## config.mk

```make
export PLATFORM = sky130hd
export DESIGN_NAME = apb_completer_mem_flat
export DESIGN_NICKNAME = d
export VERILOG_FILES = /design/src/rtl/apb_completer_pkg.sv /design/src/rtl/apb_completer_mem_if.sv /design/src/rtl/apb_completer_regfile.sv /design/src/rtl/apb_completer_mem.sv /design/src/flat_wrapper.sv
export SDC_FILE = /design/constraint.sdc
export NUM_CORES = 1
export LEC_CHECK = 0
export CAP_MARGIN = 30
export CORE_ASPECT_RATIO = 1.4
export CORE_MARGIN = 2
export CORE_UTILIZATION = 45
export CTS_BUF_LIST = sky130_fd_sc_hd__clkbuf_16
export CTS_CLUSTER_SIZE = 24
export DETAILED_ROUTE_END_ITERATION = 12
export SYNTH_ARGS = -nofsm -noshare
export SYNTH_HDL_FRONTEND = slang
export SYNTH_HIERARCHICAL = 1
export SYNTH_SLANG_ARGS = --single-unit
export TNS_END_PERCENT = 1
```

## constraint.sdc

```tcl
create_clock -name PCLK -period 3.2 [get_ports PCLK]
set_clock_uncertainty 0.15 [all_clocks]
set_input_delay 0.32 -clock PCLK [delete_from_list [all_inputs] [get_ports PCLK]]
set_output_delay 0.32 -clock PCLK [all_outputs]
set_load 0.1 [all_outputs]
```

## src/rtl/apb_completer_pkg.sv

```systemverilog
// Shared types and sizing helpers for the APB completer memory.
package apb_completer_pkg;

  typedef enum logic [1:0] {
    IDLE   = 2'd0,
    SETUP  = 2'd1,
    ACCESS = 2'd2
  } state_e;

  typedef enum logic [2:0] {
    ERR_NONE   = 3'd0,
    ERR_RANGE  = 3'd1,
    ERR_ALIGN  = 3'd2,
    ERR_RDSTRB = 3'd3,
    ERR_PROT   = 3'd4
  } err_e;

  // Number of byte lanes on a data bus of the given width.
  function automatic int strb_w(input int data_w);
    return data_w / 8;
  endfunction

  // Word index width; never narrower than one bit.
  function automatic int idx_w(input int depth);
    return (depth > 1) ? $clog2(depth) : 1;
  endfunction

endpackage

```

## src/rtl/apb_completer_mem_if.sv

```systemverilog
// APB4 bus bundle between a requester and the completer memory.
// Handshake: a transfer starts with PSEL=1/PENABLE=0 for one cycle (setup
// phase), then PENABLE=1 is held with all request fields stable until the
// completer returns PREADY=1; PRDATA and PSLVERR are meaningful only in that
// PREADY=1 cycle, which ends the transfer.
interface apb_completer_mem_if #(
  parameter int ADDR_W = 32,
  parameter int DATA_W = 32
);
  logic [ADDR_W-1:0]   PADDR;
  logic                PSEL;
  logic                PENABLE;
  logic [2:0]          PPROT;
  logic [DATA_W/8-1:0] PSTRB;
  logic                PWRITE;
  logic [DATA_W-1:0]   PWDATA;
  logic [DATA_W-1:0]   PRDATA;
  logic                PREADY;
  logic                PSLVERR;

  modport master (
    output PADDR, PSEL, PENABLE, PPROT, PSTRB, PWRITE, PWDATA,
    input  PRDATA, PREADY, PSLVERR
  );

  modport slave (
    input  PADDR, PSEL, PENABLE, PPROT, PSTRB, PWRITE, PWDATA,
    output PRDATA, PREADY, PSLVERR
  );
endinterface

```

## src/rtl/apb_completer_regfile.sv

```systemverilog
// Word storage with a byte-enable write port and an asynchronous read port.
// Every word is cleared asynchronously while rst_n is low.
module apb_completer_regfile
  import apb_completer_pkg::*;
#(
  parameter int DATA_W = 32,
  parameter int DEPTH  = 16,
  localparam int STRB_W = strb_w(DATA_W),
  localparam int IDX_W  = idx_w(DEPTH)
) (
  input  logic              clk,
  input  logic              rst_n,
  input  logic              we,
  input  logic [IDX_W-1:0]  widx,
  input  logic [STRB_W-1:0] wstrb,
  input  logic [DATA_W-1:0] wdata,
  input  logic [IDX_W-1:0]  ridx,
  output logic [DATA_W-1:0] rdata
);

  logic [DATA_W-1:0] mem [DEPTH];

  // Clear on reset; otherwise update only the strobed byte lanes.
  always_ff @(posedge clk or negedge rst_n) begin
    if (!rst_n) begin
      for (int w = 0; w < DEPTH; w++) mem[w] <= '0;
    end else if (we) begin
      for (int b = 0; b < STRB_W; b++) begin
        if (wstrb[b]) mem[widx][b*8 +: 8] <= wdata[b*8 +: 8];
      end
    end
  end

  assign rdata = mem[ridx];

endmodule

```

## src/rtl/apb_completer_mem.sv

```systemverilog
// APB4 completer with word-addressed register memory, byte-lane writes,
// fixed wait states and PSLVERR on illegal accesses.
// Optional: define APB_COMPLETER_PROT_CHECK_EN to reject unprivileged
// (PPROT[0]=0) accesses to word 0.
// The FSM sees the bus setup phase while in IDLE; SETUP is the first
// PENABLE cycle (request latched at its end), ACCESS counts wait states.
module apb_completer_mem
  import apb_completer_pkg::*;
#(
  parameter int                ADDR_W      = 32,
  parameter int                DATA_W      = 32,
  parameter int                DEPTH       = 16,
  parameter logic [ADDR_W-1:0] BASE_ADDR   = '0,
  parameter int                WAIT_CYCLES = 0
) (
  input  logic                      PCLK,
  input  logic                      PRESETn,
  apb_completer_mem_if.slave        apb,
  output state_e                    dbg_state
);

  localparam int                STRB_W  = strb_w(DATA_W);
  localparam int                IDX_W   = idx_w(DEPTH);
  localparam int                OFF_B   = $clog2(STRB_W);
  localparam logic [ADDR_W-1:0] SPAN    = ADDR_W'(DEPTH * STRB_W);
  localparam logic [ADDR_W-1:0] ALIGN_M = ADDR_W'(STRB_W - 1);
  localparam logic [3:0]        WAIT_LD = 4'(WAIT_CYCLES);

  state_e              state_q, state_d;
  logic [3:0]          cnt_q, cnt_d;
  logic                write_q;
  logic [STRB_W-1:0]   strb_q;
  logic [DATA_W-1:0]   wdata_q;
  logic [IDX_W-1:0]    idx_q;
  err_e                err_q;
  logic                pready_q, pslverr_q;
  logic [DATA_W-1:0]   prdata_q;

  logic [ADDR_W-1:0]   offset;
  logic                in_range, aligned;
  logic [IDX_W-1:0]    idx_bus;
  err_e                err_bus;
  logic                cur_write;
  err_e                cur_err;
  logic [IDX_W-1:0]    cur_idx;
  logic                complete_d;
  logic                mem_we;
  logic [DATA_W-1:0]   rd_data;

  // Address decode straight off the bus; the index is forced to 0 when the
  // address is out of range so storage is never indexed by garbage.
  always_comb begin
    offset   = apb.PADDR - BASE_ADDR;
    in_range = (apb.PADDR >= BASE_ADDR) && (offset < SPAN);
    aligned  = (apb.PADDR & ALIGN_M) == '0;
    idx_bus  = in_range ? offset[OFF_B +: IDX_W] : '0;
  end

  // Error classification of the request being latched, first cause wins.
  always_comb begin
    err_bus = ERR_NONE;
    if (!in_range)                          err_bus = ERR_RANGE;
    else if (!aligned)                      err_bus = ERR_ALIGN;
    else if (!apb.PWRITE && apb.PSTRB != '0) err_bus = ERR_RDSTRB;
`ifdef APB_COMPLETER_PROT_CHECK_EN
    else if (!apb.PPROT[0] && idx_bus == '0) err_bus = ERR_PROT;
`endif
  end

`ifndef APB_COMPLETER_PROT_CHECK_EN
  logic unused_pprot;
  assign unused_pprot = ^apb.PPROT;
`endif

  // Next state and wait counter.
  always_comb begin
    state_d = state_q;
    cnt_d   = cnt_q;
    case (state_q)
      IDLE:   if (apb.PSEL && !apb.PENABLE) state_d = SETUP;
      SETUP: begin
        state_d = ACCESS;
        cnt_d   = WAIT_LD;
      end
      ACCESS: begin
        if (cnt_q != 4'd0) begin
          if (!apb.PSEL) state_d = IDLE;
          else           cnt_d   = cnt_q - 4'd1;
        end else begin
          state_d = (apb.PSEL && !apb.PENABLE) ? SETUP : IDLE;
        end
      end
      default: state_d = IDLE;
    endcase
  end

  // Request view for the response flops: the bus while it is being latched,
  // the latched copy afterwards.
  always_comb begin
    cur_write  = (state_q == SETUP) ? apb.PWRITE : write_q;
    cur_err    = (state_q == SETUP) ? err_bus    : err_q;
    cur_idx    = (state_q == SETUP) ? idx_bus    : idx_q;
    complete_d = (state_d == ACCESS) && (cnt_d == 4'd0);
    mem_we     = (state_q == ACCESS) && (cnt_q == 4'd0) && write_q && (err_q == ERR_NONE);
  end

  // State register and wait counter.
  always_ff @(posedge PCLK or negedge PRESETn) begin
    if (!PRESETn) begin
      state_q <= IDLE;
      cnt_q   <= 4'd0;
    end else begin
      state_q <= state_d;
      cnt_q   <= cnt_d;
    end
  end

  // Capture the request at the end of SETUP; later bus changes are ignored.
  always_ff @(posedge PCLK or negedge PRESETn) begin
    if (!PRESETn) begin
      write_q <= 1'b0;
      strb_q  <= '0;
      wdata_q <= '0;
      idx_q   <= '0;
      err_q   <= ERR_NONE;
    end else if (state_q == SETUP) begin
      write_q <= apb.PWRITE;
      strb_q  <= apb.PSTRB;
      wdata_q <= apb.PWDATA;
      idx_q   <= idx_bus;
      err_q   <= err_bus;
    end
  end

  // Registered response, nonzero only in the completing cycle.
  always_ff @(posedge PCLK or negedge PRESETn) begin
    if (!PRESETn) begin
      pready_q  <= 1'b0;
      pslverr_q <= 1'b0;
      prdata_q  <= '0;
    end else begin
      pready_q  <= complete_d;
      pslverr_q <= complete_d && (cur_err != ERR_NONE);
      prdata_q  <= (complete_d && !cur_write && cur_err == ERR_NONE) ? rd_data : '0;
    end
  end

  apb_completer_regfile #(
    .DATA_W (DATA_W),
    .DEPTH  (DEPTH)
  ) u_regfile (
    .clk   (PCLK),
    .rst_n (PRESETn),
    .we    (mem_we),
    .widx  (idx_q),
    .wstrb (strb_q),
    .wdata (wdata_q),
    .ridx  (cur_idx),
    .rdata (rd_data)
  );

  assign apb.PREADY  = pready_q;
  assign apb.PSLVERR = pslverr_q;
  assign apb.PRDATA  = prdata_q;
  assign dbg_state   = state_q;

endmodule

```

## src/flat_wrapper.sv

```systemverilog
// flat-port wrapper written by rule: the top's interface ports become plain ports
module apb_completer_mem_flat import apb_completer_pkg::*;
#(
  parameter int                ADDR_W      = 32,
  parameter int                DATA_W      = 32,
  parameter int                DEPTH       = 16,
  parameter logic [ADDR_W-1:0] BASE_ADDR   = '0,
  parameter int                WAIT_CYCLES = 0
)
  (PCLK, PRESETn, dbg_state, apb_PADDR, apb_PSEL, apb_PENABLE, apb_PPROT, apb_PSTRB, apb_PWRITE, apb_PWDATA, apb_PRDATA, apb_PREADY, apb_PSLVERR);
  apb_completer_mem_if #(.ADDR_W(ADDR_W), .DATA_W(DATA_W)) apb_i ();
  input  logic PCLK;
  input  logic PRESETn;
  output state_e dbg_state;
  input wire logic [$bits(apb_i.PADDR)-1:0] apb_PADDR;
  input wire logic [$bits(apb_i.PSEL)-1:0] apb_PSEL;
  input wire logic [$bits(apb_i.PENABLE)-1:0] apb_PENABLE;
  input wire logic [$bits(apb_i.PPROT)-1:0] apb_PPROT;
  input wire logic [$bits(apb_i.PSTRB)-1:0] apb_PSTRB;
  input wire logic [$bits(apb_i.PWRITE)-1:0] apb_PWRITE;
  input wire logic [$bits(apb_i.PWDATA)-1:0] apb_PWDATA;
  output wire logic [$bits(apb_i.PRDATA)-1:0] apb_PRDATA;
  output wire logic [$bits(apb_i.PREADY)-1:0] apb_PREADY;
  output wire logic [$bits(apb_i.PSLVERR)-1:0] apb_PSLVERR;
  assign apb_i.PADDR = apb_PADDR;
  assign apb_i.PSEL = apb_PSEL;
  assign apb_i.PENABLE = apb_PENABLE;
  assign apb_i.PPROT = apb_PPROT;
  assign apb_i.PSTRB = apb_PSTRB;
  assign apb_i.PWRITE = apb_PWRITE;
  assign apb_i.PWDATA = apb_PWDATA;
  assign apb_PRDATA = apb_i.PRDATA;
  assign apb_PREADY = apb_i.PREADY;
  assign apb_PSLVERR = apb_i.PSLVERR;
  apb_completer_mem #(.ADDR_W(ADDR_W), .DATA_W(DATA_W), .DEPTH(DEPTH), .BASE_ADDR(BASE_ADDR), .WAIT_CYCLES(WAIT_CYCLES)) u_core (.PCLK(PCLK), .PRESETn(PRESETn), .apb(apb_i), .dbg_state(dbg_state));
endmodule
```

==> run_1/clocks.png <==
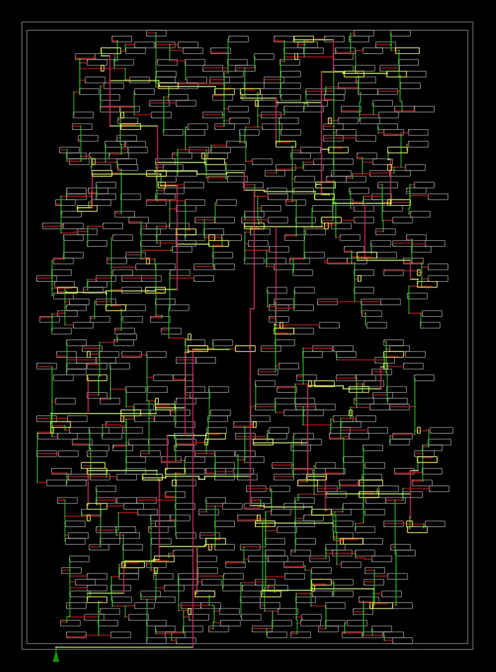
number of CTS-inserted buffers: 57
clock insertion delay at the later pin of the skew report: 610 ps
count of flip-flops and latches: 596
clock network power consumption: 0.00635 W

==> run_1/cell_density.png <==
(1 px per um) 21 x 29 tiles, from black (low) to pale yellow (high), 0 to 100% covered.
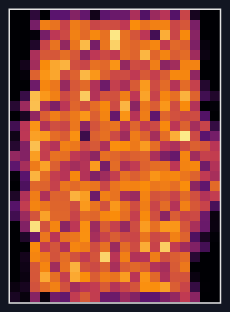
tiles over 75% full	10%
mean over tiles	50%
fullest tile	95%

==> impl.org, run 1 <==
* Flow results

** Status
- Outcome :: finished clean

** Critical path
- Worst setup path category :: register to register
- Data required time of the worst path :: 3530 ps
- Crit start category :: register
- The critical path maximum fanout is 11.
- Critical path endpoint category :: register
- According to the timing report, the arrival time at the worst endpoint equals 3480 ps.

** Logic synthesis
- Yosys warning count :: 6
- Count of instantiated cells in the yosys netlist :: 1,726
- The net count after synthesis is 1,807.
- The netlist uses 42 different library cells.
- Cell count after synthesis :: 1,726
- Of the synthesized area, sequential elements account for 0.559.
- Xor-xnor portion of the synthesized cell area :: 0
- Syn Std Cell Area :: 26,700 um^2
- In this run, the synthesized area fraction spent on AND-OR/OR-AND gates is recorded as 0.0224.
- The synthesized netlist has a Yosys-reported chip area of 26,700 um^2.
- The synthesized design contains 0 enable-type register cells.
- In the post-synthesis netlist, the biggest area contributors are sky130_fd_sc_hd__dfrtp_1 (56%), sky130_fd_sc_hd__mux2_2 (22%), sky130_fd_sc_hd__mux4_2 (11%).
- Top cell area share :: 0.559
- Per the synthesis report, the dominant area consumer among library cells is sky130_fd_sc_hd__dfrtp_1.
- The cell-mix breakdown from Yosys lists the simple-gate area share as 0.0548.
- MUX area fraction :: 0.340
- Leading post-synthesis cells by instance count :: sky130_fd_sc_hd__dfrtp_1 (596), sky130_fd_sc_hd__mux2_2 (530), sky130_fd_sc_hd__mux4_2 (128)
- Of all flip-flops after synthesis, the portion carrying an async set or reset was 1.00.
- After synthesis, the largest family of logic cells by area is multiplexers.
- The synthesis report names the predominant flop master as sky130_fd_sc_hd__dfrtp_1.
- Per the synthesis report, the adder-cell share of the synthesized area is 0.00234.
- Post-synthesis sequential element count :: 596
- A synthesized cell averages 15.5 um^2.
- Looking at the gate-level netlist, the highest instance count belongs to sky130_fd_sc_hd__dfrtp_1.

** Route
- Final antenna-violating net count :: 0
- Number of detailed-routing iterations run before antenna repair :: 5
- Per the detail_route report, the via count comes to 15,500.
- Post-detailed-route via-to-cell ratio :: 5.76
- Iter 0 DRT Violations :: 724
- Routed length per instance :: 23.9 um
- Final Routed Wirelength :: 64,400 um
- The routed layout reports a DRC error count of 0.

** Finish
- Synth-to-Final Area Change :: 17.9%
- The finished design was reported to have a net count of 1,983.
- In the final layout, the share of cells above drive strength 1 is 0.501.
- After routing the design area is 31,500 um^2.
- The most common logic cells in the final layout are sky130_fd_sc_hd__dfrtp_1 (594), sky130_fd_sc_hd__mux2_2 (530), sky130_fd_sc_hd__mux4_2 (128), sky130_fd_sc_hd__buf_4 (97), sky130_fd_sc_hd__clkdlybuf4s50_1 (75).
- Per the cell usage report, the commonest logic cell in the layout is sky130_fd_sc_hd__dfrtp_1.
- Final Instance Count excl. Fillers :: 2,692
- Count of antenna diodes in the layout :: 0

** Power and ir drop
- Power Dens Cells :: 542 nW/um^2
- For this design the total switching power over the nets is 0.00500 W.
- Overall power after layout :: 0.0171 W
- The share of total power dissipated in the clock network is 0.372.
- Of the total power, the share spent switching nets is 0.293.
- Proportion of power drawn by combinational gates :: 0.107
- Internal power contribution :: 0.0121 W
- Sequential cell fraction of total power :: 0.520
- Peak supply drop :: 366 uV
- Leakage power :: 14.8 nW

** Die
- DIE HEIGHT :: 292 um
- Area of the die :: 61,300 um^2
- In this run the standard cell core region covers 58,600 um^2.
- Top-level port count :: 112
- Per the OpenROAD floorplan log, the width of the die is 210 um.
- For this configuration, the core starts out at a cell density of 0.456.
- For reference, the placement row count at floorplan is 105.

** Global routing
- Via count of the first global-routing pass :: 16,900
- The global routing report lists met2 layer usage as 0.385.
- In the global route stage, met3 resource usage came out at 0.0280.
- For this run the aggregate overflow at the end of global routing stands at 0.
- Global-route wire length before repair :: 101,000 um
- The initial antenna violation count was 1.
- Entering global routing, the biggest net connects 91 pins.
- GRT Resource Usage Total :: 0.217
- Global routing usage on met1 :: 0.279
- Most congested layer reported by global routing :: met2

** Timing
- Period Utilization, post-route :: 0.982
- Highest Clock Rate :: 0.318 GHz
- Setup repair after global routing could not meet its margin everywhere.
- Setup total negative slack on the finished layout was measured at 0 ps.
- Worst rel slew slack :: 0.328
- Setup violations remaining at the end of the flow were counted as 0.
- The final timing report gives a worst setup slack of 56.8 ps.
- Pin slew with the least headroom to its limit :: 1010 ps
- Counting I/O delays and the setup requirement, the final critical path takes 3140 ps.
- For reference, the final report shows the max-slew violation count at 0.
- For reference, the final report shows the hold violation count at 0.

** Clock network
- CTS saw 596 sinks.
- Master cell of the clock root buffer :: sky130_fd_sc_hd__clkbuf_16
- TritonCTS built the clock tree.
- The timing report gives the clock slew at the launch and capture registers of the worst setup and hold paths as 60 ps.
- CTS built an H-tree with a depth of 2.
- Maximum clock insertion buffer count :: 3

** Place
- According to the dpl log, the detail-placed design has an HPWL of 42,500 um.
- Per the placement log, port buffering inserted 108 buffers.
- The detailed placer reported the number of placed instances as 2,589.
- RePlAce ended its routability-driven mode at a weighted congestion of 0.809.
- In this run the cell area measured after placement is 29,700 um^2.
- Dpl ws :: -224 ps

** Job
- The number of warnings reported in the stage logs is 33.
- Number of max-cap violations :: 0

** Hold path
- Worst min-delay path class :: primary input to async pin
==> run_1/flops_by_reg.png <==
(1 px per um) Other sequential cells in the stronger grey, the rest of the logic in the fainter grey.
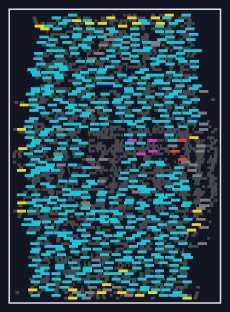
netlist name	colour	placed flops
u_core/err_q	red	3
u_core/idx_q	magenta	4
u_core/u_regfile/mem	cyan	512
u_core/wdata_q	yellow	32

==> run_1/power_grid.png <==
(1 px per um) Pins as bars on the die edge.
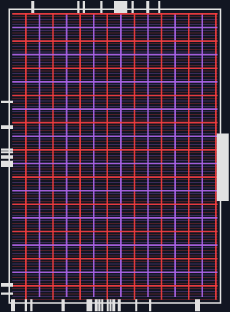
net	colour
VSS	red
VDD	purple
signal pins	112
rows	105
met5 straps	21
met1 rails	106
met4 straps	15

run 1: state kept, by name, summed over array words and instances (netlist names):
name / flops
u_core/dbg_state: 2
u_core/wdata_q: 32
u_core/apb.PREADY: 1
u_core/apb.PSLVERR: 1
u_core/apb.PRDATA: 32
u_core/err_q: 3
u_core/cnt_q: 4
u_core/write_q: 1
u_core/u_regfile/mem: 512
u_core/idx_q: 4
u_core/strb_q: 4
run 1: final timing paths:
check | start | end | slack [ps] | cells past startpoint
setup reg to reg | u_core/cnt_q[1]$_DFF_PN0_ | u_core/u_regfile/mem[70]$_DFFE_PN0P_ | 60 | 11
setup / recovery | u_core/cnt_q[1]$_DFF_PN0_ | u_core/u_regfile/mem[70]$_DFFE_PN0P_ | 60 | 11
hold / removal | PRESETn | u_core/u_regfile/mem[61]$_DFFE_PN0P_ | 160 | 2
max in group asynchronous | PRESETn | u_core/u_regfile/mem[351]$_DFFE_PN0P_ | 1790 | 3
hold reg to reg | u_core/u_regfile/mem[403]$_DFFE_PN0P_ | u_core/u_regfile/mem[403]$_DFFE_PN0P_ | 330 | 1
min in group PCLK | apb_PWDATA[13] | u_core/wdata_q[13]$_DFFE_PN0P_ | 170 | 2
run 1: timing repair:
item                                   CTS  global route
endpoints found under the hold margin   69             0
hold buffers                             1             0
gates resized                            9             7
setup buffers                            0             2
setup endpoints to repair              283           337
pin swaps                                4             2
run 1: critical path, stage by stage (launching register included):
cell                       delay, ps
sky130_fd_sc_hd__dfrtp_1         420
sky130_fd_sc_hd__inv_2           100
sky130_fd_sc_hd__ha_4            150
sky130_fd_sc_hd__or3b_2          470
sky130_fd_sc_hd__nor4_1          150
sky130_fd_sc_hd__and3_2          270
sky130_fd_sc_hd__buf_6           160
sky130_fd_sc_hd__nand4b_1        230
sky130_fd_sc_hd__buf_6           240
sky130_fd_sc_hd__nor2_2          150
sky130_fd_sc_hd__buf_12          160
sky130_fd_sc_hd__mux2_2          340
run 1: area by class of cell:
| cell class | count | area [um^2] |
|---|---|---|
| inverters | 13 | 48.8 |
| clock inverters | 41 | 250 |
| fillers | 4804 | 27100 |
| flip-flops and latches | 596 | 14900 |
| repair buffers | 232 | 2580 |
| multi-input cells | 1002 | 11300 |
| clock buffers | 59 | 1480 |
| well taps | 749 | 937 |
run 1: power groups by stage:
stage	sequential, W	clock (W)	combinational (W)
final	0.00888	0.00635	0.00183
after global routing	0.00900	0.00685	0.00197
after CTS	0.00887	0.00658	0.00185
after detailed placement	0.00901	0	0.00182
after global placement	0.00897	0	0.00178
after floorplan	0.00838	0	0.00139
run 1: layer usage:
| layer | vias up | share of wire |
|---|---|---|
| met2 | 257 | 0.52 |
| met1 | 8388 | 0.42 |
| li1 | 6750 | - |
| met3 | 100 | 0.032 |
| met4 | 2 | 0.023 |
| met5 | - | 0.00028 |
run 1: stage by stage:
stage	util	hold WS [ps]
CTS	0.537	125
floorplan	-	-126
global placement	0.506	237
detailed placement	0.506	235
finish	0.537	160
global route	0.537	148
==> run 1 -> run 2 <==
Settings changed: ABC_AREA from default to 1, HOLD_SLACK_MARGIN from default to 0.1, SKIP_LAST_GASP from default to 1.
==> run_2/clocks.png <==
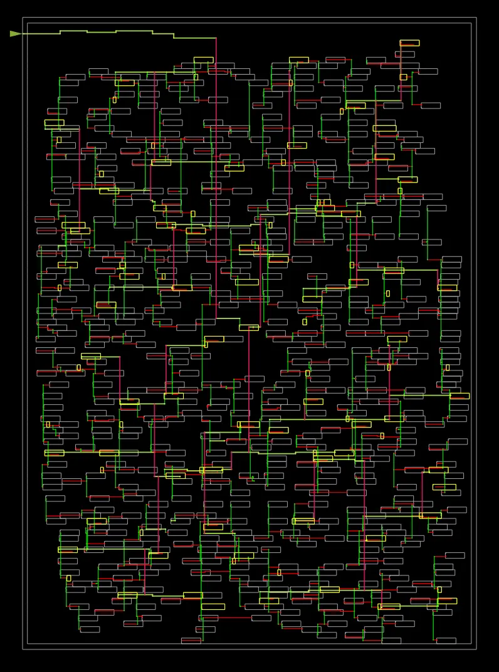
clock insertion delay at the later pin of the skew report: 630 ps
clock network power consumption: 0.00680 W
clkbuf count: 60

==> impl.org, run 2 <==
* Flow results

** Critical path
- Looking at the setup timing report, the critical path kind is register to register.
- Crit path max-delay cell type :: sky130_fd_sc_hd__dfrtp_1
- Critical path's largest stage delay :: 440 ps (-30 ps)
- Among the stages of the critical path, the cell type that occurs most often is sky130_fd_sc_hd__nand2_1.
- Cells traversed along the worst timing path :: inv_1 -> ha_1 -> nand3_1 -> nor4_1 -> buf_4 -> nand2_1 -> inv_1 -> buf_4 -> nand2_1 -> nand2_1 -> o21ai_0
- The largest fanout of any net on the critical path is 16 (+5).
- The required time of the worst setup path came to 3520 ps (about the same).
- The arrival time of the worst setup path was 3290 ps (-190 ps).
- Critical path endpoint category :: register

** Job
- Number of max-cap violations :: 0 (unchanged)
- OpenROAD warning count :: 32 (-3.0%)

** Finish
- Total of fill cells in the finished design :: 6,194 (+29%)
- Largest reg by FF count :: u_core/u_regfile/mem
- Fraction of layout cells with a size suffix above 1 :: 0.0642 (-0.437)
- Design Area, Final :: 32,800 um^2 (+4.1%)
- Most instantiated logic cells after routing :: sky130_fd_sc_hd__nand2_1 (1,403), sky130_fd_sc_hd__dfrtp_1 (596), sky130_fd_sc_hd__o21ai_0 (513), sky130_fd_sc_hd__inv_1 (489), sky130_fd_sc_hd__nand3_1 (398)
- Net total in the final layout :: 3,884 (+96%)
- Most common cell after layout, fill and taps aside :: sky130_fd_sc_hd__nand2_1
- The sequential cell area came to 14,900 um^2 (about the same).
- The antenna diode count is 0 (unchanged).
- The number of flip-flops under the largest register name is 512 (unchanged).
- From synthesis to final layout, the design area changed by 14.8%.
- The share of the core filled with cells in the final layout is 0.521 (-0.0162).
- Multi-input gate area :: 10,600 um^2 (-6.3%)

** Status
- Outcome :: finished clean

** Logic synthesis
- Share of the yosys chip area belonging to registers :: 0.523 (-0.0359)
- The post-synth area from yosys stat came to 28,500 um^2 (+6.9%).
- Async set or reset register ratio after synthesis :: 1.00 (unchanged)
- The post-synthesis cell type count is 31 (-26%).
- Mean cell area of the mapped netlist :: 7.67 um^2 (-50%)
- Post-synthesis sequential element count :: 596 (unchanged)
- The post-synth tally of flip-flops with integrated enable was 0 (unchanged).
- Top cells by area, synth :: sky130_fd_sc_hd__dfrtp_1 (52%), sky130_fd_sc_hd__nand2_1 (18%), sky130_fd_sc_hd__o21ai_0 (9.0%)
- The number of cells produced by synthesis is 3,722 (+120%).
- Count of instantiated cells in the yosys netlist :: 3,722 (+120%)
- The biggest area contributor in the post-synthesis netlist is sky130_fd_sc_hd__dfrtp_1.
- The number of nets at floorplan was 3,803 (+110%).
- In the post-synthesis netlist, the cell with the most instances is sky130_fd_sc_hd__nand2_1.
- The warning count from the yosys run is 6 (unchanged).
- For reference, the top cells by count after synthesis are sky130_fd_sc_hd__nand2_1 (1,406), sky130_fd_sc_hd__dfrtp_1 (596), sky130_fd_sc_hd__o21ai_0 (513).
- Main flop type :: sky130_fd_sc_hd__dfrtp_1

** Clock network
- The number of buffers added by the clock tree synthesis step was 60 (+5.3%).
- The count of cells resized by post-cts repair was 0 (-9).
- TritonCTS built the clock tree.
- Maximum level of the CTS H-tree :: 2 (unchanged)
- The count of clock tree sinks came to 596 (unchanged).
- The cell sitting at the root of the clock tree is a sky130_fd_sc_hd__clkbuf_16.
- Clock slew at reported path FFs :: 60 ps (about the same)
- Maximum clock insertion buffer count :: 3 (unchanged)

** Power and ir drop
- The total power per unit cell area is 545 nW/um^2 (+0.65%).
- The largest vdd supply drop was 450 uV (+23%).
- Leakage power :: 15.3 nW (+3.4%)

** Timing
- The timing-limited maximum frequency is 0.338 GHz (+6.1%).
- Setup TNS :: 0 ps (unchanged)
- Worst rel slew slack :: 0.335 (+0.00776)
- The share of the cycle needed by the critical path after routing is 0.926 (-0.0564).
- Setup repair after global routing left no endpoint under its margin.
- Shortest period the worst path allows :: 2960 ps (-180 ps)
- Pins over their slew limit :: 0 (unchanged)
- Pin slew with the least headroom to its limit :: 994 ps (-11.6 ps)

** Die
- Top-level port count :: 112 (unchanged)
- Floorplan-stage core utilization :: 0.454 (-0.00183)
- The number of rows in the core area is 109 (+3.8%).
- Area of the die :: 65,500 um^2 (+6.8%)
- DIE HEIGHT :: 302 um (+3.3%)
- The width of the die came to 217 um (+3.3%).

** Global routing
- Pin count of the biggest net entering global routing :: 87 (-4.4%)
- GRT Resource Usage Total :: 0.251 (+0.0347)
- The number of global-route vias before repair was 22,400 (+33%).
- The residual overflow from global routing is 0 (unchanged).
- The initial antenna violation count came to 0 (-1).

** Route
- Final antenna-violating net count :: 0 (unchanged)
- Routed length per instance :: 17.2 um (-28%)
- The number of violations reported at the end of detailed-routing iteration 0 was 1,922 (+170%).
- The detailed-route via count was 23,600 (+52%).
- The detail-routed via count per cell is 5.05 (-12%).
- Final Routed Wirelength :: 80,600 um (+25%)
- The remaining routing DRC violations is 0 (unchanged).

** Place
- Total cell area at the placement stage :: 30,600 um^2 (+3.2%)
- Total of buffers placed on input and output ports :: 108 (unchanged)
- Final Wtd Congestion :: 0.820 (+1.3%)

** Hold path
- The path class of the tightest hold or removal check is primary input to async pin.
[run 2: cell types whose count changed in the layout (fill, tap and decap cells not counted), sizes merged, moves of 13 or more]
cell / change
a22oi: -64
buf: -44
clkdlybuf4s50: +22
clkinv: +14
dlygate4sd3: +30
inv: +465
mux2: -548
mux4: -128
nand2: +1354
nand3: +357
nor2: -46
nor2b: -13
nor3: +32
o21ai: +507
[run 2: cells by family (layout without fill, tap and decap cells)]
group | count (synthesis) | after routing | synth area share
buffers and inverters | 708 | 834 | 0.108
flip-flops | 596 | 596 | 0.523
adder cells (fa/ha/maj) | 5 | 5 | 0.00219
AND/OR/NAND/NOR | 1894 | 1894 | 0.276
AND-OR/OR-AND | 519 | 519 | 0.0916
[run 2: area by class of cell]
class | count | share of cell area
flip-flops and latches | 596 | 0.455
multi-input cells | 2418 | 0.323
repair buffers | 240 | 0.0780
inverters | 487 | 0.0561
clock buffers | 60 | 0.0458
well taps | 832 | 0.0318
clock inverters | 47 | 0.0107
[run 2: per-stage QoR]
step	hold slack, ps	total power (W)	std cells	setup WS, ps
detailed placement	257	0.0112	4542	26.9
global route	125	0.0187	4680	34.4
floorplan	-126	0.00983	3722	3.59
finish	114	0.0179	4680	237
CTS	106	0.0181	4680	264
global placement	260	0.0112	4542	28.4
[run 2: power breakdown]
part | switching, W | internal, W
Combinational | 0.00226 | 0.000578
Clock | 0.00301 | 0.00378
Sequential | 0.000341 | 0.00790
Total | 0.00561 | 0.0123
[run 2: critical path, delay by kind of cell (launching register included)]
family / cells / cell delay (ps)
AND-OR/OR-AND: 1 / 110
adder cells (fa/ha/maj): 1 / 300
buffers and inverters: 4 / 670
flip-flops: 1 / 440
AND/OR/NAND/NOR: 5 / 1130
[run 2: per-layer routing]
| metal | part of all wire | GRT usage |
|---|---|---|
| met5 | 0 | 0 |
| met2 | 0.49 | 0.429 |
| met3 | 0.047 | 0.0340 |
| met1 | 0.42 | 0.321 |
| met4 | 0.046 | 0.108 |
[run 2: final timing paths]
kind	slack [ps]	to	start	cells past startpoint
max	240	u_core/u_regfile/mem[268]$_DFFE_PN0P_	u_core/dbg_state[0]$_DFF_PN0_	11
min	110	u_core/wdata_q[28]$_DFFE_PN0P_	PRESETn	2
max reg2reg	240	u_core/u_regfile/mem[268]$_DFFE_PN0P_	u_core/dbg_state[0]$_DFF_PN0_	11
min reg2reg	320	u_core/wdata_q[27]$_DFFE_PN0P_	u_core/wdata_q[27]$_DFFE_PN0P_	2
max in group asynchronous	1850	u_core/u_regfile/mem[85]$_DFFE_PN0P_	PRESETn	3
min in group PCLK	130	u_core/strb_q[2]$_DFFE_PN0P_	apb_PSTRB[2]	3
[run 2: timing repair]
item                                    4_1_cts  5_1_grt
hold buffers                                 31        0
setup buffers                                 0        0
endpoints found under the setup margin        0        0
endpoints found under the hold margin        94        0
==> run 2 -> run 3 <==
Settings changed: ABC_AREA 1 to default.
==> run_3/clocks.png <==
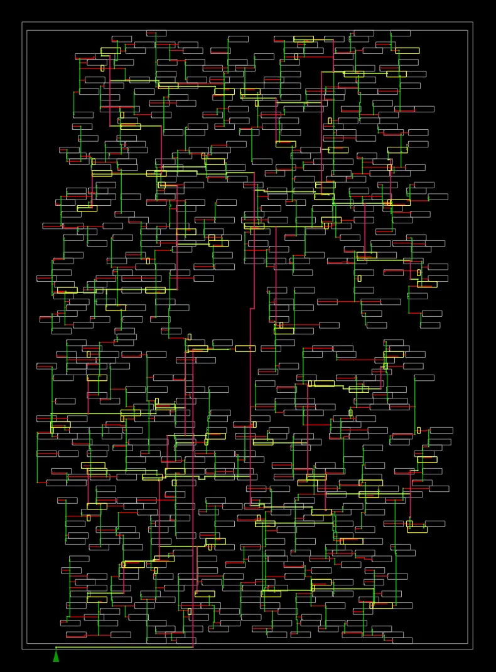
clkbuf count: 59
TritonCTS sink count: 596
clock network power consumption: 0.00635 W
clock insertion delay at the later pin of the skew report: 610 ps

==> impl.org, run 3 <==
* Flow results

** Logic synthesis
- Top cells by area, synth :: sky130_fd_sc_hd__dfrtp_1 (56%), sky130_fd_sc_hd__mux2_2 (22%), sky130_fd_sc_hd__mux4_2 (11%)
- The post-synthesis sequential element count is 596 (unchanged).
- The fraction of registers with async set/reset was 1.00 (unchanged).
- EDFF count, synth :: 0 (unchanged)
- Dominant cell type by area after synthesis :: sky130_fd_sc_hd__dfrtp_1
- The most used flip-flop cell after synthesis is sky130_fd_sc_hd__dfrtp_1.
- Most numerous cell in the Yosys netlist :: sky130_fd_sc_hd__dfrtp_1
- The mean instance size in the synthesized netlist is 15.5 um^2 (+100%).
- The sequential area share after synthesis came to 0.559 (+0.0359).
- Cell count after synthesis :: 1,726 (-54%)
- Of the post-synthesis cell area, the dominant cell type holds 0.559.
- The post-synthesis cell type count was 42 (+35%).
- Yosys reports that the most numerous cell types are sky130_fd_sc_hd__dfrtp_1 (596), sky130_fd_sc_hd__mux2_2 (530), sky130_fd_sc_hd__mux4_2 (128).
- Yosys warning count :: 6 (unchanged)
- After synthesis the cells add up to 26,700 um^2.
- Net count after synthesis :: 1,807 (-52%)
- Count of instantiated cells in the yosys netlist :: 1,726 (-54%)
- The post-synth area from yosys stat came to 26,700 um^2 (-6.4%).

** Timing
- Final tally of setup violations :: 0
- The final hold violation count recorded for this run is 0.
- Period Utilization, post-route :: 0.988 (+0.0624)
- Pins over their slew limit :: 0 (unchanged)
- Shortest period the worst path allows :: 3160 ps (+200 ps)
- The timing-limited maximum frequency was 0.316 GHz (-6.3%).
- Setup repair after global routing could not meet its margin everywhere.
- Worst rel slew slack :: 0.328 (-0.00776)
- Final setup margin :: 37.5 ps (-200 ps)
- The slew at the pin with the worst max-slew slack came to 1010 ps (+11.6 ps).
- Worst hold slack :: 161 ps (+47.1 ps)

** Power and ir drop
- The share of total power in sequential cells is 0.520 (+0.059).
- The total design power was 0.0171 W (-4.5%).
- The power share of the clock group was 0.372 (-0.008).
- Share of total power consumed by net switching :: 0.293 (-0.0212)
- The largest vdd supply drop is 365 uV (-19%).
- Internal power contribution :: 0.0121 W (-1.5%)
- The total power per unit cell area came to 542 nW/um^2 (-0.57%).
- Net Switching :: 0.00500 W (-11%)
- The combinational group share of total power was 0.108 (-0.051).
- Leakage power :: 14.8 nW (-3.3%)

** Global routing
- Most congested layer reported by global routing :: met2
- Via count of the first global-routing pass :: 16,900 (-25%)
- Number of antenna violations at the first check in global routing :: 1 (+1)
- The global-route met1 utilization came to 0.279 (-0.0422).
- The first global-routing pass estimated 101,000 um of wire.
- The global routing usage summed across all routing layers is 0.216 (-0.0348).
- Global-route met3 utilization :: 0.0280 (-0.00602)
- The global routing usage on met2 was 0.385 (-0.0441).
- The maximum number of pins on one net before global-route repair came to 91 (+4.6%).
- Sum of overflow across all layers after global routing :: 0 (unchanged)

** Route
- The detailed-route via count is 15,500 (-34%).
- The iteration count recorded for the first detailed-route pass is 6.
- Iter 0 DRT Violations :: 748 (-61%)
- Final Routed Wirelength :: 64,400 um (-20%)
- The detail-routed via count per cell came to 5.75 (+14%).
- Routed length per instance :: 23.9 um (+39%)
- The number of nets with antenna violations after routing was 0 (unchanged).
- The remaining routing DRC violations was 0 (unchanged).

** Die
- Floorplan-stage core utilization :: 0.456 (+0.00183)
- The die span in y came to 292 um (-3.2%).
- The width of the die is 210 um (-3.2%).
- The die area was 61,300 um^2 (-6.3%).
- Num rows :: 105 (-3.7%)
- Top-level port count :: 112 (unchanged)
- The core region is 58,600 um^2.

** Finish
- Synth-to-Final Area Change :: 18.0%
- Final Instance Count excl. Fillers :: 2,693 (-42%)
- Largest reg by FF count :: u_core/u_regfile/mem
- Count of antenna diodes in the layout :: 0 (unchanged)
- Ranking logic cells in the layout by count gives the top entries sky130_fd_sc_hd__dfrtp_1 (594), sky130_fd_sc_hd__mux2_2 (530), sky130_fd_sc_hd__mux4_2 (128), sky130_fd_sc_hd__buf_4 (103), sky130_fd_sc_hd__clkdlybuf4s50_1 (75).
- Flip-flop count of the largest register after layout :: 512 (unchanged)
- Most common cell after layout, fill and taps aside :: sky130_fd_sc_hd__dfrtp_1
- Net total in the final layout :: 1,984 (-49%)
- The fraction of final layout cells with drive strength greater than 1 came to 0.502 (+0.437).
- The fill cell instance count of the final layout was 4,810 (-22%).
- Design Area, Final :: 31,500 um^2 (-3.9%)

** Critical path
- Critical path's largest stage delay :: 400 ps (-40 ps)
- Critical path endpoint category :: register
- The required time of the worst setup path is 3530 ps (about the same).
- Crit start category :: register
- Largest fanout on the critical path :: 11 (-5)
- Endpoint arrival time on the critical path :: 3500 ps (+210 ps)
- Among all stages on the critical path, the largest delay is contributed by sky130_fd_sc_hd__dfrtp_1.
- The critical path goes through inv_2 -> ha_4 -> or3b_4 -> nor4_2 -> and3_4 -> buf_6 -> nand4b_1 -> buf_6 -> nor2_2 -> buf_12 -> mux2_2.
- The minimum setup slack among reg-to-reg paths was 40 ps (-200 ps).
- For reference, the most critical setup path is categorized as register to register.
- Most used cell, CP :: sky130_fd_sc_hd__buf_6

** Job
- Number of max-cap violations :: 0 (unchanged)
- OpenROAD warning count :: 34 (+6.3%)

** Place
- Final Wtd Congestion :: 0.809 (-1.3%)
- Total of buffers placed on input and output ports :: 108 (unchanged)
- The total placed instance area is 29,700 um^2 (-3.1%).
- Dpl ws :: -224 ps (-251 ps)
- Detailed placement finished with a half-perimeter wire length of 42,500 um.
- Dpl cells :: 2,589 (-43%)

** Hold path
- Worst min-delay path class :: primary input to async pin

** Clock network
- The number of buffers added by the clock tree synthesis step came to 57 (-5.0%).
- Maximum level of the CTS H-tree :: 2 (unchanged)
- Maximum clock insertion buffer count :: 3 (unchanged)
- CTS tree :: done
- The clock-pin transition on the worst setup and hold timing paths is 60 ps (about the same).
- The cell sitting at the root of the clock tree is a sky130_fd_sc_hd__clkbuf_16.

** Status
- The run finished with clean final reports.
-- run 3: cell types whose count changed after synthesis, moves of 64 or more --
| cell | before | now |
|---|---|---|
| sky130_fd_sc_hd__mux4_2 | 0 | 128 |
| sky130_fd_sc_hd__buf_2 | 97 | 18 |
| sky130_fd_sc_hd__a22oi_1 | 0 | 64 |
| sky130_fd_sc_hd__o21ai_0 | 513 | 7 |
| sky130_fd_sc_hd__nand2_1 | 1406 | 37 |
| sky130_fd_sc_hd__nand3_1 | 398 | 43 |
| sky130_fd_sc_hd__inv_1 | 485 | 13 |
| sky130_fd_sc_hd__mux2_2 | 0 | 530 |
-- run 3: cell families after synthesis --
family / count (synthesis) / synth area share
adders and majority gates: 5 / 0.00234
AOI/OAI and AO/OA: 83 / 0.0224
DFF: 596 / 0.559
and+or+nand+nor: 237 / 0.0548
buffers and inverters: 128 / 0.0222
muxes: 677 / 0.340
-- run 3: path summary, 6_finish.rpt --
| kind | from | end | depth (start not counted) |
|---|---|---|---|
| max | u_core/cnt_q[0]$_DFF_PN0_ | u_core/u_regfile/mem[70]$_DFFE_PN0P_ | 11 |
| min | PRESETn | u_core/u_regfile/mem[61]$_DFFE_PN0P_ | 2 |
| max reg2reg | u_core/cnt_q[0]$_DFF_PN0_ | u_core/u_regfile/mem[70]$_DFFE_PN0P_ | 11 |
| min reg2reg | u_core/u_regfile/mem[403]$_DFFE_PN0P_ | u_core/u_regfile/mem[403]$_DFFE_PN0P_ | 1 |
| max in group asynchronous | PRESETn | u_core/err_q[1]$_DFF_PN0_ | 3 |
| min in group PCLK | apb_PWDATA[13] | u_core/wdata_q[13]$_DFFE_PN0P_ | 2 |
-- run 3: critical path, delay by kind of cell (launching register included) --
family	cells	cell delay, ps
AND/OR/NAND/NOR	5	1310
adder cells (fa/ha/maj)	1	160
buffers and inverters	4	650
flip-flops	1	400
multiplexers	1	340
-- run 3: timing repair --
item	4_1_cts	5_1_grt
endpoints found under the setup margin	283	401
hold buffers	1	0
setup buffers	0	3
gates cloned	0	0
resized	6	8
pin swaps	4	3
hold endpoints to repair	114	0
-- run 3: power groups by stage --
stage	sequential [W]	clock, W	combinational [W]
finish	0.00888	0.00635	0.00185
global route	0.00900	0.00685	0.00199
CTS	0.00887	0.00658	0.00183
detailed placement	0.00901	0	0.00182
global placement	0.00897	0	0.00178
floorplan	0.00838	0	0.00139
-- run 3: layout make-up --
class	count	area, um^2	share of cell area
Sequential cell	596	14900	0.474
Inverter	13	48.8	0.00155
Timing Repair Buffer	233	2570	0.0815
Tap cell	749	937	0.0298
Multi-Input combinational cell	1002	11300	0.358
Clock inverter	41	250	0.00795
Clock buffer	59	1480	0.0469
-- run 3: routing by layer --
metal	vias up	part of all wire
met2	249	0.52
met4	0	0.022
met3	91	0.033
met5	-	0
met1	8389	0.42
li1	6757	-
-- run 3: through the flow --
| stage | utilization | setup TNS [ps] |
|---|---|---|
| 6_report | 0.537 | 0 |
| 5_1_grt | 0.537 | -1810 |
| 4_1_cts | 0.536 | -478 |
| 3_5_place_dp | 0.506 | -9570 |
| 3_3_place_gp | 0.506 | -5430 |
| 2_1_floorplan | - | 0 |

==> gallery <==
Signal wires on met2.
(1 px per um)
picture 1
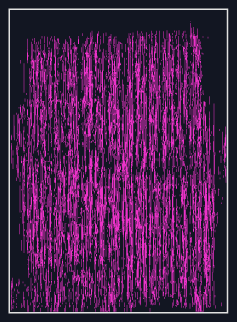
picture 2
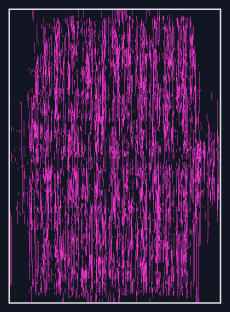
Run 2 is picture 1.
Run 1 is picture 2.

Power is estimated from default activity; no workload was simulated.
